Figure 1. Metal layers overlaid.
Scale: 2 px per um. Only two layers are drawn.
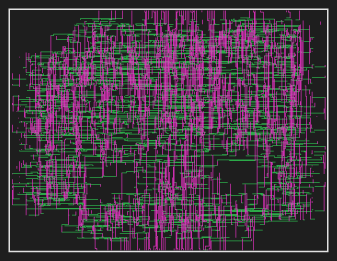
Figure 2. Pin placement.
Scale: 3 px per um. Pins as bars across the die edge, other pins in gray.
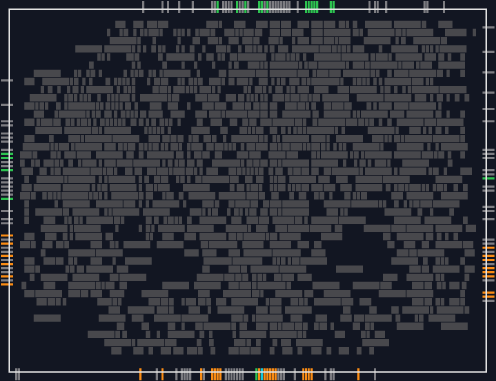
Figure 3. Placement view.
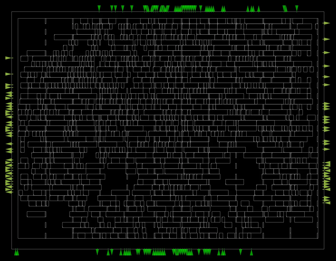
Figure 4. Signal wires on met2.
Scale: 2 px per um. Cells faint in the background.
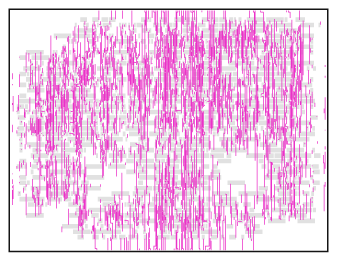
Figure 5. Close-up of the layout.
Window x 59 to 99, y 40 to 80 um. Cells in gray, sequential cells in the stronger gray; small squares are vias.
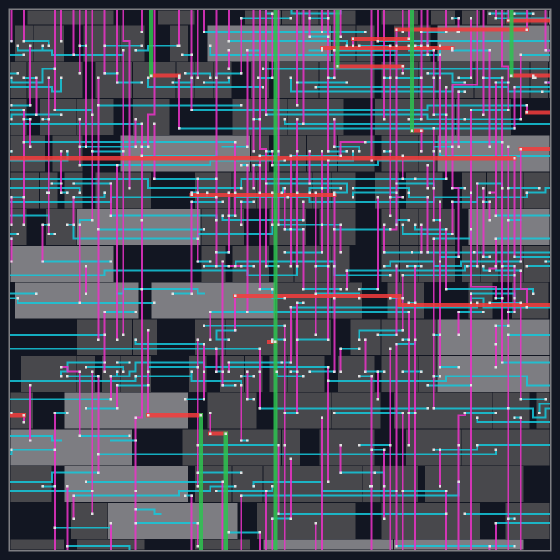
### src/rtl/instr_fetch_unit_if.sv
// Instruction-memory read port bundle shared by fetch and the BRAM model.
// The master drives the request; the slave returns data one cycle later.
interface instr_fetch_unit_if #(
  parameter int ADDR_W = 19
);
  logic              imem_en;
  logic [ADDR_W-1:0] imem_addr;
  logic [31:0]       imem_rdata;

  modport master (
    output imem_en,
    output imem_addr,
    input  imem_rdata
  );

  modport slave (
    input  imem_en,
    input  imem_addr,
    output imem_rdata
  );
endinterface

### src/rtl/instr_fetch_unit.sv
// IF stage: PC, BRAM fetch, one-entry skid buffer and IF/ID register.
// Define FETCH_MISALIGN_TRAP_EN to halt on misaligned redirect targets.
module instr_fetch_unit #(
  parameter logic [31:0] RESET_PC    = 32'h0000_0000,
  parameter int          IMEM_ADDR_W = 19,
  parameter logic [31:0] NOP_INSTR   = 32'h0000_0013
) (
  input  logic                clk,
  input  logic                rst_n,
  instr_fetch_unit_if.master  imem,
  input  logic                stall,
  input  logic                redirect_valid,
  input  logic [31:0]         redirect_pc,
  output logic                ifid_valid,
  output logic [31:0]         ifid_pc,
  output logic [31:0]         ifid_instr,
  output logic                fetch_misaligned
);

  typedef struct packed {
    logic        valid;
    logic [31:0] pc;
    logic [31:0] instr;
  } if_id_t;

  logic [31:0] fetch_pc;
  logic        resp_valid;
  logic [31:0] resp_pc;
  logic        skid_valid;
  logic [31:0] skid_pc;
  logic [31:0] skid_instr;
  if_id_t      ifid;
  logic        halted;
  logic        misaligned_q;
  logic [31:0] target_pc;
  logic        req;

`ifdef FETCH_MISALIGN_TRAP_EN
  logic        tgt_bad;
  assign tgt_bad   = |redirect_pc[1:0];
  assign target_pc = redirect_pc;
`else
  logic        unused_rpc;
  assign unused_rpc = ^redirect_pc[1:0];
  assign target_pc  = {redirect_pc[31:2], 2'b00};
`endif

  assign req = rst_n & ~stall & ~redirect_valid & ~halted;

  assign imem.imem_en   = req;
  assign imem.imem_addr = fetch_pc[IMEM_ADDR_W+1:2];

  assign ifid_valid       = ifid.valid;
  assign ifid_pc          = ifid.pc;
  assign ifid_instr       = ifid.instr;
  assign fetch_misaligned = misaligned_q;

  always_ff @(posedge clk or negedge rst_n) begin
    if (!rst_n) begin
      fetch_pc   <= RESET_PC;
      resp_valid <= 1'b0;
      resp_pc    <= 32'h0;
      skid_valid <= 1'b0;
      skid_pc    <= 32'h0;
      skid_instr <= NOP_INSTR;
      ifid       <= '{valid: 1'b0, pc: 32'h0, instr: NOP_INSTR};
    end else if (redirect_valid) begin
      fetch_pc    <= target_pc;
      resp_valid  <= 1'b0;
      skid_valid  <= 1'b0;
      ifid.valid  <= 1'b0;
      ifid.instr  <= NOP_INSTR;
    end else begin
      if (req) begin
        fetch_pc <= fetch_pc + 32'd4;
      end
      resp_valid <= req;
      resp_pc    <= fetch_pc;
      if (stall) begin
        // fetch is gated while stalled, so only one word can land here
        if (resp_valid) begin
          skid_valid <= 1'b1;
          skid_pc    <= resp_pc;
          skid_instr <= imem.imem_rdata;
        end
      end else if (skid_valid) begin
        ifid       <= '{valid: 1'b1, pc: skid_pc, instr: skid_instr};
        skid_valid <= 1'b0;
      end else if (resp_valid) begin
        ifid <= '{valid: 1'b1, pc: resp_pc, instr: imem.imem_rdata};
      end else begin
        ifid.valid <= 1'b0;
        ifid.instr <= NOP_INSTR;
      end
    end
  end

`ifdef FETCH_MISALIGN_TRAP_EN
  always_ff @(posedge clk or negedge rst_n) begin
    if (!rst_n) begin
      halted       <= 1'b0;
      misaligned_q <= 1'b0;
    end else if (redirect_valid) begin
      halted       <= tgt_bad;
      misaligned_q <= tgt_bad;
    end
  end
`else
  assign halted       = 1'b0;
  assign misaligned_q = 1'b0;
`endif

endmodule

### src/flat_wrapper.sv
// flat-port wrapper written by rule: the top's interface ports become plain ports
module instr_fetch_unit_flat 
#(
  parameter logic [31:0] RESET_PC    = 32'h0000_0000,
  parameter int          IMEM_ADDR_W = 19,
  parameter logic [31:0] NOP_INSTR   = 32'h0000_0013
)
  (clk, rst_n, stall, redirect_valid, redirect_pc, ifid_valid, ifid_pc, ifid_instr, fetch_misaligned, imem_imem_en, imem_imem_addr, imem_imem_rdata);
  instr_fetch_unit_if imem_i ();
  input  logic clk;
  input  logic rst_n;
  input  logic stall;
  input  logic redirect_valid;
  input  logic [31:0] redirect_pc;
  output logic ifid_valid;
  output logic [31:0] ifid_pc;
  output logic [31:0] ifid_instr;
  output logic fetch_misaligned;
  output wire logic [$bits(imem_i.imem_en)-1:0] imem_imem_en;
  output wire logic [$bits(imem_i.imem_addr)-1:0] imem_imem_addr;
  input wire logic [$bits(imem_i.imem_rdata)-1:0] imem_imem_rdata;
  assign imem_imem_en = imem_i.imem_en;
  assign imem_imem_addr = imem_i.imem_addr;
  assign imem_i.imem_rdata = imem_imem_rdata;
  instr_fetch_unit #(.RESET_PC(RESET_PC), .IMEM_ADDR_W(IMEM_ADDR_W), .NOP_INSTR(NOP_INSTR)) u_core (.clk(clk), .rst_n(rst_n), .imem(imem_i), .stall(stall), .redirect_valid(redirect_valid), .redirect_pc(redirect_pc), .ifid_valid(ifid_valid), .ifid_pc(ifid_pc), .ifid_instr(ifid_instr), .fetch_misaligned(fetch_misaligned));
endmodule
### config.mk
export PLATFORM = sky130hd
export DESIGN_NAME = instr_fetch_unit_flat
export DESIGN_NICKNAME = d
export VERILOG_FILES = /design/src/rtl/instr_fetch_unit_if.sv /design/src/rtl/instr_fetch_unit.sv /design/src/flat_wrapper.sv
export SDC_FILE = /design/constraint.sdc
export NUM_CORES = 1
export LEC_CHECK = 0
export ABC_AREA = 1
export CORE_ASPECT_RATIO = 0.75
export CORE_MARGIN = 3
export CORE_UTILIZATION = 49
export CTS_BUF_LIST = sky130_fd_sc_hd__clkbuf_8
export DETAILED_ROUTE_END_ITERATION = 10
export PLACE_DENSITY = 0.79
export SLEW_MARGIN = 20
export SYNTH_ARGS = -nofsm -noshare
export SYNTH_HDL_FRONTEND = slang
export SYNTH_SLANG_ARGS = --single-unit
### constraint.sdc
create_clock -name clk -period 1.36 [get_ports clk]
set_input_delay 0.204 -clock clk [delete_from_list [all_inputs] [get_ports clk]]
set_output_delay 0.204 -clock clk [all_outputs]
set_load 0.02 [all_outputs]
==> impl_metrics.tcl <==
# place-and-route summary
set metrics [dict create \
    whs_ns 0.05216 \
    syn_to_final_growth_pct 33.23 \
    postRouteWirelength_um 24100 \
    endpoint_kind "output port" \
    synth-async-reset-ratio 1.000 \
    warnings 33 \
    drive_above_1_share 0.2763 \
    die_w_um 158.5 \
    power.switching_uw 4562 \
    drc 0 \
    vdd_drop_max_mv 0.9300 \
    cp_max_fo 3 \
    p_seq_frac 0.511 \
    reg2reg_slack_ns -0.20 \
    ys_types 32 \
    vias 7357 \
    h-tree-depth 4 \
    dr.pass1.iters 5 \
    critPathMaxStageDelay_ns 0.42 \
    fin_ws_ns -0.2099 \
    ys_seq_frac 0.5483 \
    tightest_slew_ns 0.6985 \
    grt_max_degree 134 \
    violations "setup timing" \
    ios 154 \
    ys_chip_area_mm2 0.008548 \
    startpoint "u_core.fetch_pc[2]" \
    fin_total_pwr_uw 13950 \
    critPathLaunchType "register" \
    wire_per_inst_um 17.28 \
    endpoint "imem_imem_addr[0]" \
    switching_share 0.3269 \
    grt_pass1_vias 7041 \
    hold_violations 0 \
    yosys_cells 938 \
    die-area_mm2 0.01908 \
    finalClockPeriodUsage 1.154 \
    cp_common_cell "buf_6" \
    antenna_found_initial 1 \
    synth-edff-count 0 \
    rsz0062_at_grt "true" \
    synthCells 938 \
    powerDensity_mw_per_mm2 1225 \
    cp_cell_sequence "buf_4, buf_6, buf_6, buf_6" \
    routed_via_density 5.274 \
    reg2reg_to "u_core.fetch_pc[16]" \
    clock-root-buffer "clkbuf_8" \
    syn_area_mm2 0.008548 \
    clock_power_share 0.257 \
    ff2ff_path_depth 9 \
    numCtsBuffers 17 \
    gp_congestion 0.9280 \
    synth_flop_count 187 \
    setup_viol 35 \
    port_buffers 148 \
    skew_ns 0.01848 \
    clk_pin_slew_ns 0.10 \
    fmax_mhz 637.0 \
    core_area_mm2 0.01698 \
    layout_top_cell "nand2_1" \
    cp.required_ns 1.16 \
    avgSynthCellArea_um2 9.113 \
    slowest_stage "dfrtp_1" \
    fp-row-count 41 \
    fin_util 0.6707 \
    die_h_um 120.4 \
    hold_class "input pin to async pin" \
    nNetsFinal 1214 \
    worst_ep_arrival_time_ns 1.37 \
    p_int_uw 9391 \
    cts_tree "built" \
    finalMaxSlewViolations 0 \
    initial_utilization 0.5034 \
    clock.latency.late_pin_ns 0.48 \
    grt.total_usage 0.2490 \
    max-cap-violations 0 \
    outcome "finished, violations left" \
    post-route-min-period_ns 1.570 \
    cts.sinks 187 \
]
About Figure 1:
[green] metal 1 | wire length: 10,600 um
[magenta] metal 2 | wire length: 11,100 um

About Figure 2:
[orange] `ifid_instr` | pins: 32 | direction: output | edge: 18 south, 8 east, 6 west
[cyan] `stall` | pins: 1 | direction: input | edge: south
[green] `imem_imem_addr` | pins: 19 | direction: output | edge: 13 north, 4 west, 1 south, 1 east

About Figure 3:
fraction of area in registers: 0.4123
Layout fillers: 1,342
Well Taps: 236

About Figure 4:
wire length on this layer: 11,100 um
share of all routed wire: 46%
longest straight run: 49.0 um
nets with wire on the layer: 1,005

About Figure 5:
[green] metal 4
[magenta] metal 2
[red] metal 3
[cyan] metal 1
netlist names of flops here include: `u_core.fetch_pc` (7), `u_core.resp_pc` (3)
cells with their middle in the window: 138
most frequent: buf_4 (28), nand2_1 (22), dfrtp_1 (13)
sequential cells in the window: 15

## critical path, delay by kind of cell, from the launching register on
family | cells | cell delay, ns
buffers and inverters | 4 | 0.48
DFF | 1 | 0.42
## what timing repair did
action                                 in CTS  in global routing
gates resized                             404                 77
setup endpoints to repair                 110                157
buffers inserted                           25                 14
pin swaps                                  22                 14
endpoints found under the hold margin     135                  0
cloned                                      1                  3
hold buffers                                1                  0
## layer usage
metal	vias up	global-route usage	wire length, um
met5	-	0	0
met4	0	0.07899	519
met3	42	0.05796	1813
met2	280	0.3666	11140
met1	3556	0.3668	10630
li1	3479	-	-
## registers in the layout, indices dropped and copies added (netlist names)
signal and count:
u_core.skid_instr 32, u_core.resp_pc 30, u_core.ifid_pc 30, u_core.skid_pc 30
u_core.fetch_pc 30, u_core.resp_valid 1, u_core.ifid_instr 32, u_core.skid_valid 1
u_core.ifid_valid 1
## kinds of logic (layout without fill, tap and decap cells)
group	after synthesis	after routing	share of synthesized area
flops	187	187	0.5483
simple gates	410	410	0.1904
buf+inv	120	338	0.06996
xor+xnor	6	6	0.006147
compound gates	155	155	0.1069
mux	58	58	0.07641
fa+ha+maj	1	1	0.001463
other cells	1	4	0.0004387
## final cells by class
class	count	area [um^2]	area share
repair buffers	255	2316	0.2034
well taps	236	295.3	0.02593
multi-input cells	633	3512	0.3084
clock inverters	14	125.1	0.01099
inverters	51	193.9	0.01703
clock buffers	18	247.7	0.02175
flip-flops and latches	187	4696	0.4123
diodes	1	2.502	0.0002197
## how the worst min path moves through the flow
stage              startpoint                   end  slack [ns]  cells after the start
6_report                rst_n   u_core.fetch_pc[16]        0.05                      3
5_1_grt                 rst_n   u_core.fetch_pc[16]        0.04                      3
4_1_cts        redirect_valid  u_core.ifid_instr[1]        0.11                      4
3_5_place_dp            rst_n   u_core.fetch_pc[15]        0.17                      2
3_3_place_gp            rst_n   u_core.fetch_pc[15]        0.17                      2
2_1_floorplan           rst_n   u_core.fetch_pc[10]       -0.09                      0
## through the flow
stage          instances  area [um^2]  setup WS [ns]  setup TNS, ns
2_1_floorplan        940         8578       -0.04025        -0.1022
3_3_place_gp        1326        10610        -0.4293         -42.71
3_5_place_dp        1326        10610        -0.4323         -45.94
4_1_cts             1384        11360        -0.2351         -3.374
5_1_grt             1395        11390        -0.3261         -7.043
6_report            1395        11390        -0.2099         -3.445
## power by group through the flow
stage / clock, uW / combinational (uW) / sequential, uW
6_report: 3590 / 3240 / 7120
5_1_grt: 3870 / 3550 / 7220
4_1_cts: 3640 / 3240 / 7090
3_5_place_dp: 0 / 3160 / 7200
3_3_place_gp: 0 / 3070 / 7160
2_1_floorplan: 0 / 1370 / 7400
## Yosys cell counts, types with 4 or more instances
master    count  share of area
nand3_1      32          0.019
nor2_1       82          0.036
dfrtp_1     181           0.53
buf_2        19          0.011
mux2_1       32          0.042
nand2_1     282           0.12
buf_4        25          0.022
a22oi_1      30          0.026
a31oi_1      31          0.023
o22ai_1       5         0.0037
o21ai_0      75          0.044
xor2_1        5         0.0051
clkbuf_1     18         0.0079
buf_6         4         0.0053
a21oi_1       5         0.0029
dfstp_2       6          0.018
nor2_2        6         0.0044
inv_1        48          0.021
mux2_2       26          0.034
Power and IR drop assume default switching activity.
